## src/rtl/regbank.sv

```systemverilog
// Byte-strobed register bank with registered 1-cycle read, same-index write bypass,
// out-of-range error flags, per-entry dirty tracking and synchronous clear.
module regbank #(
  parameter int unsigned WIDTH = 32,
  parameter int unsigned DEPTH = 4,
  localparam int unsigned IDXW = (DEPTH > 1) ? $clog2(DEPTH) : 1
) (
  input  logic               clk,
  input  logic               rst_n,
  input  logic               clr,
  input  logic               wr_en,
  input  logic [IDXW-1:0]    wr_idx,
  input  logic [WIDTH/8-1:0] wr_strb,
  input  logic [WIDTH-1:0]   wr_data,
  input  logic               rd_en,
  input  logic [IDXW-1:0]    rd_idx,
  output logic [WIDTH-1:0]   rd_data,
  output logic               rd_valid,
  output logic               rd_err,
  output logic               wr_err,
  output logic [DEPTH-1:0]   dirty
);

  localparam int unsigned NBYTES = WIDTH / 8;

  logic [WIDTH-1:0] mem_q [DEPTH];
  logic [WIDTH-1:0] mem_d [DEPTH];
  logic [DEPTH-1:0] dirty_q, dirty_d;
  logic [WIDTH-1:0] rd_data_q, rd_data_d;
  logic             rd_valid_q, rd_valid_d;
  logic             rd_err_q, rd_err_d;
  logic             wr_err_q, wr_err_d;

  logic [31:0]      wr_idx_ext, rd_idx_ext;
  logic             wr_in_range, rd_in_range;
  logic             wr_any_strb;
  logic [WIDTH-1:0] wr_mask;
  logic [DEPTH-1:0] entry_we;
  logic [WIDTH-1:0] rd_stored;
  logic [WIDTH-1:0] rd_word;

  // Widen indices so range checks work for non-power-of-two depths.
  assign wr_idx_ext  = 32'(wr_idx);
  assign rd_idx_ext  = 32'(rd_idx);
  assign wr_in_range = (wr_idx_ext < DEPTH);
  assign rd_in_range = (rd_idx_ext < DEPTH);
  assign wr_any_strb = |wr_strb;

  always_comb begin
    wr_mask = '0;
    for (int b = 0; b < NBYTES; b++) begin
      wr_mask[8*b +: 8] = {8{wr_strb[b]}};
    end
  end

  // One decoded enable per entry; clear suppresses all writes.
  always_comb begin
    entry_we = '0;
    for (int i = 0; i < DEPTH; i++) begin
      entry_we[i] = wr_en && wr_in_range && wr_any_strb && !clr && (wr_idx_ext == 32'(i));
    end
  end

  always_comb begin
    dirty_d = dirty_q;
    for (int i = 0; i < DEPTH; i++) begin
      mem_d[i] = mem_q[i];
      if (clr) begin
        mem_d[i]   = '0;
        dirty_d[i] = 1'b0;
      end else if (entry_we[i]) begin
        mem_d[i]   = (mem_q[i] & ~wr_mask) | (wr_data & wr_mask);
        dirty_d[i] = 1'b1;
      end
    end
  end

  always_comb begin
    rd_stored = '0;
    for (int i = 0; i < DEPTH; i++) begin
      if (rd_idx_ext == 32'(i)) begin
        rd_stored = mem_q[i];
      end
    end
  end

  // Same-index bypass uses the raw write request so a concurrent clear still
  // returns the merged value of this cycle.
  always_comb begin
    rd_word = rd_stored;
    if (wr_en && wr_in_range && (wr_idx == rd_idx)) begin
      rd_word = (rd_stored & ~wr_mask) | (wr_data & wr_mask);
    end
  end

  always_comb begin
    rd_data_d  = rd_data_q;
    rd_valid_d = rd_en;
    rd_err_d   = rd_en && !rd_in_range;
    wr_err_d   = wr_en && !wr_in_range;
    if (rd_en) begin
      rd_data_d = rd_in_range ? rd_word : '0;
    end
  end

  always_ff @(posedge clk) begin
    if (!rst_n) begin
      for (int i = 0; i < DEPTH; i++) begin
        mem_q[i] <= '0;
      end
      dirty_q    <= '0;
      rd_data_q  <= '0;
      rd_valid_q <= 1'b0;
      rd_err_q   <= 1'b0;
      wr_err_q   <= 1'b0;
    end else begin
      for (int i = 0; i < DEPTH; i++) begin
        mem_q[i] <= mem_d[i];
      end
      dirty_q    <= dirty_d;
      rd_data_q  <= rd_data_d;
      rd_valid_q <= rd_valid_d;
      rd_err_q   <= rd_err_d;
      wr_err_q   <= wr_err_d;
    end
  end

  assign rd_data  = rd_data_q;
  assign rd_valid = rd_valid_q;
  assign rd_err   = rd_err_q;
  assign wr_err   = wr_err_q;
  assign dirty    = dirty_q;

endmodule

```

## config.mk

```make
export PLATFORM = sky130hd
export DESIGN_NAME = regbank
export DESIGN_NICKNAME = d
export VERILOG_FILES = /design/src/rtl/regbank.sv
export SDC_FILE = /design/constraint.sdc
export NUM_CORES = 1
export LEC_CHECK = 0
export ABC_AREA = 1
export CAP_MARGIN = 15
export CORE_MARGIN = 5
export CORE_UTILIZATION = 55
export CTS_CLUSTER_DIAMETER = 100
export DETAILED_ROUTE_END_ITERATION = 7
export PLACE_DENSITY = 0.84
export SLEW_MARGIN = 5
export SYNTH_ARGS = -nofsm -noshare
export SYNTH_HDL_FRONTEND = slang
export SYNTH_SLANG_ARGS = --single-unit
```

## constraint.sdc

```tcl
create_clock -name clk -period 2.1 [get_ports clk]
set_input_delay 0.42 -clock clk [delete_from_list [all_inputs] [get_ports clk]]
set_output_delay 0.42 -clock clk [all_outputs]
set_load 0.02 [all_outputs]
```

==> run notes <==
Implementation results

Post-CTS repair ended up resizing 0 cells. In the final layout, the multi-input gates occupy 0.003812 sq mm. The worst setup path is captured at a primary output. In the final run the clock tree shows a worst skew of 0.004400 ns.

The area share of and/or/nand/nor cells after synthesis is 39.70%. The report lists the cells along the critical path as clkdlybuf4s50_1. The complex-gate fraction of the synthesized area is 8.476%.

The cell area after technology mapping is 0.007794 sq mm. In the finished design, the share of the clock period the worst path needs comes to 88.18%. The smallest clock period supported by the final layout is computed as 1.852 ns. Before placement the cells fill 56.15% of the core. The area of the placeable core is 0.01388 sq mm. At the placement stage, the worst setup path has a slack of -0.02550 ns. Per the post-synthesis stats, the area per cell is 6.807 sq um. After detailed placement, the total cell area comes to 0.009021 sq mm.

The combinational family with the most area after synthesis is simple AND/OR/NAND/NOR gates. For this run, the detailed router's first-pass iteration total came to 5. Setup repair after global routing left no endpoint under its margin. The critical path in the final layout is reported with a setup slack of 0.2482 ns.

The final-layout setup total negative slack is 0 ns. The data required time at the worst endpoint is 1.68 ns. The number of antenna violations at the first check in global routing came to 0. The detail route stage leaves a number of antenna-violating nets equal to 0. Global routing used 27.44% of the available tracks across all layers.

The number of global-route vias before repair is 7,520. For the completed layout, the total cell area is recorded as 0.009751 sq mm. The area reported by Yosys stat is 0.007794 sq mm. During synthesis, Yosys emitted a total of 0 warnings. The type of the worst setup path is reg -> out.

Along the critical path, the tally of buffer and inverter instances is 1. STA classifies the critical path startpoint as a flop. Per the cell usage report, the commonest logic cells after layout are 329 x nand2_1, 165 x dfxtp_1, 132 x a21oi_1. The gate family responsible for the most delay along the worst path is buffers and inverters.

The congestion estimate from routability-driven global placement came to 0.8397. Summing over the stages, the warning tally comes to 26. The worst-case vdd ir drop is 0.6403 mV. In this run, the number of DRC markers left after iteration 0 of detailed routing was 882. The biggest fanout along the worst timing path is 2. The number of slew-limit violations in the final report is 0.

For this run, the top clock speed supported by timing is 0.5400 GHz. Per the detail_route report, vias per standard cell equal 5.818. The CTS tree is done. For this block, the via count after detailed routing is 8,168. After synthesis, the design contains 1,145 cells according to Yosys. The library cell used as clock root buffer is clkbuf_16. According to the finish report, the design has a final net count of 1,256. Summing all multiplexer cells gives an area fraction of 0%.

After floorplanning, the die was sized to cover 0.01665 sq mm. The first global-routing pass estimated 36,900 microns of wire. In this run the number of H-tree levels came out at 4.

The arrival time of data at the worst endpoint is listed as 1.43 ns. The total inserted antenna cells is 0. The normalized max-slew margin is 60.17%. After detailed routing, the average wire length per cell comes to 16.12 microns. From synthesis to final layout, the design area changed by 25.11%. The total of fill cells in the finished design is 1,089. The master of the slowest instance on the critical path is clkdlybuf4s50_1. The final count of hold timing violations is 0. The number of standard cells after synthesis is 1,145. The leakage power in the latest report is 3.789 nW. On the final layout, the worst hold slack is 0.4372 ns. For the worst-skew pair, the clock arrives at the later sink with an insertion delay of 0.43 ns. The number of hold-repair buffers added at the cts stage is 0. The power density over the cells is 796.7 mW/mm^2. The number of core rows is 43. The total wire length is 22,640 microns.

The post-CTS setup repair buffer count is 0. Per the run summary, max-cap violations total 0. The vertical die dimension is 129.0 microns. The wire-length estimate of the detail-placed layout is 14,290 microns.

The xor and xnor fraction of the mapped netlist area is 0.3532%. After synthesis the netlist holds a flip-flop and latch count of 165. The flow ran to the end, and the final reports show no timing, DRC or antenna violations. The number of failing setup endpoints in the final timing report is 0. The total DRC errors in the routed layout is 0.

The type of the tightest min-delay check is in -> reg. The die boundary width is 129.0 microns. The pin closest to its max-slew limit shows a slew of 0.5974 ns.

The number of different library cells in the post-synthesis netlist is 22. For this run, the slowest stage of the critical path takes 0.63 ns. After global routing the overflow that remains totals 0. The ratio of cells with drive above 1 in the final layout is 8.905%. The deepest clock path buffer count is 2. The adder and majority cell fraction of the synthesized area is 0%. The post-CTS clock slew at the launch and capture registers of the worst setup and hold paths is 0.07 ns.

The maximum number of pins on one net before global-route repair is 55. After synthesis, flip-flops and latches occupy 42.38% of the total area. Registers take 0.003303 sq mm.
[metrics by stage]
step	utilization (%)	total power, mW	instances
floorplan	-	3.622	1146
global placement	64.99	3.984	1372
detailed placement	64.99	3.991	1372
CTS	70.25	7.761	1404
global route	70.25	7.966	1404
finish	70.25	7.768	1404
[worst paths after layout]
path | from | end | slack [ns] | depth (start not counted)
worst min-delay path | wr_idx[0] | flop | 0.44 | 4
worst max-delay path | rd_data[23]$_SDFFE_PN0P_ | rd_data[23] | 0.25 | 1
worst max register to register | flop | rd_data[18]$_SDFFE_PN0P_ | 1.13 | 6
worst min register to register | dirty[3]$_SDFFE_PP0P_ | dirty[3]$_SDFFE_PP0P_ | 0.46 | 2
[where the power goes]
group | leakage (nW) | switching [mW] | total (mW) | internal [mW]
clock | 0.347 | 1.29 | 3.83 | 2.54
sequential | 1.33 | 0.0133 | 3.17 | 3.16
combinational | 2.11 | 0.495 | 0.768 | 0.273
[routing by layer]
layer	up-vias	GRT usage (%)	routed length, microns
met3	73	5.400	1602
met4	0	12.66	818
li1	3905	-	-
met5	-	0	0
met1	3814	34.25	9237
met2	376	45.88	10980
[cell usage after synthesis (all sizes together)]
cell    number  area, sq um
a21oi      132        660.6
buf         42        239.0
clkbuf      45        168.9
clkinv       1        3.750
conb         1        3.750
dfxtp      165         3303
inv         78        292.8
nand2      329         1235
nand3       84        505.5
nand3b       1        7.510
nand4      128        800.8
nor2       137        540.5
nor3         1        5.000
xnor2        1        27.53
[cell families (layout without fill, tap and decap cells)]
| kind of cell | after synthesis | in the layout |
|---|---|---|
| and+or+nand+nor | 680 | 680 |
| buffers and inverters | 166 | 244 |
| DFF | 165 | 165 |
| AOI/OAI and AO/OA | 132 | 132 |
| other | 1 | 2 |
| xor gates and xnor gates | 1 | 1 |
[final cells by class]
class	instances	area share (%)
clock inverter	12	2.797
multi-input combinational	815	39.10
sequential	165	33.88
timing repair buffer	133	14.19
tap	180	2.310
clock buffer	20	4.684
inverter	79	3.041
### Logic cells by family

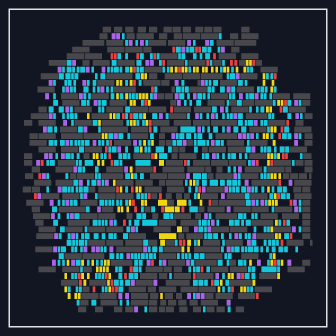
Yellow marks nor cells, cells 138, most used nor2_1. Cyan marks nand cells, cells 542, most used nand2_1. Red marks inv cells, cells 79, most used inv_1. Purple marks aoi and oai cells, cells 132, most used a21oi_1, where all over the die.
multi-input gate share of total cell area: 39.10%
post-route non-filler standard cell count: 1,404
most common library cell in the layout ignoring fill and taps: nand2_1

### Clock nets

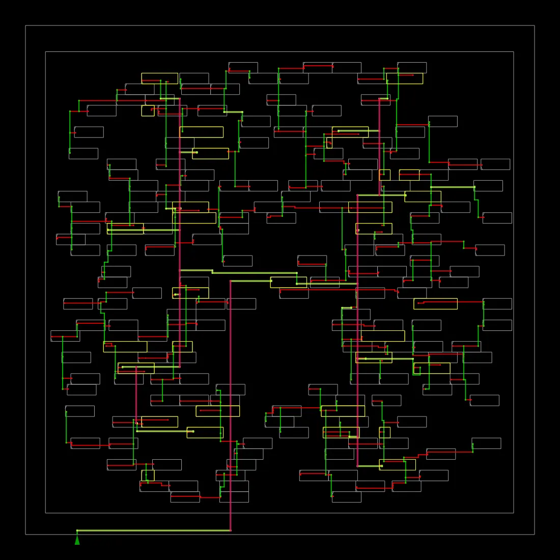
Sink Count: 165
Flop Count: 165
power drawn by the clock network: 3.83 mW
number of buffers created by CTS: 17

### Port wiring

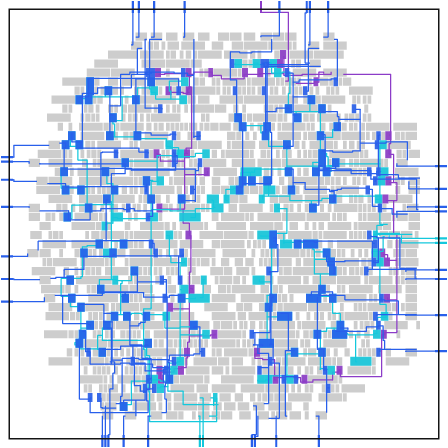
Blue marks `wr_data`, bits 32, direction input, edge 9 bottom, 8 right, 8 top, 7 left, end cells 160, wire 2,260 microns. Purple marks `rd_en`, bits 1, direction input, edge top, end cells 34, wire 450 microns. Cyan marks `wr_strb`, bits 4, direction input, edge 2 right, 2 bottom, end cells 150, wire 1,260 microns.
Port Buf Inserts: 81
count of boundary I/O pins: 84

Power and IR drop assume default switching activity.
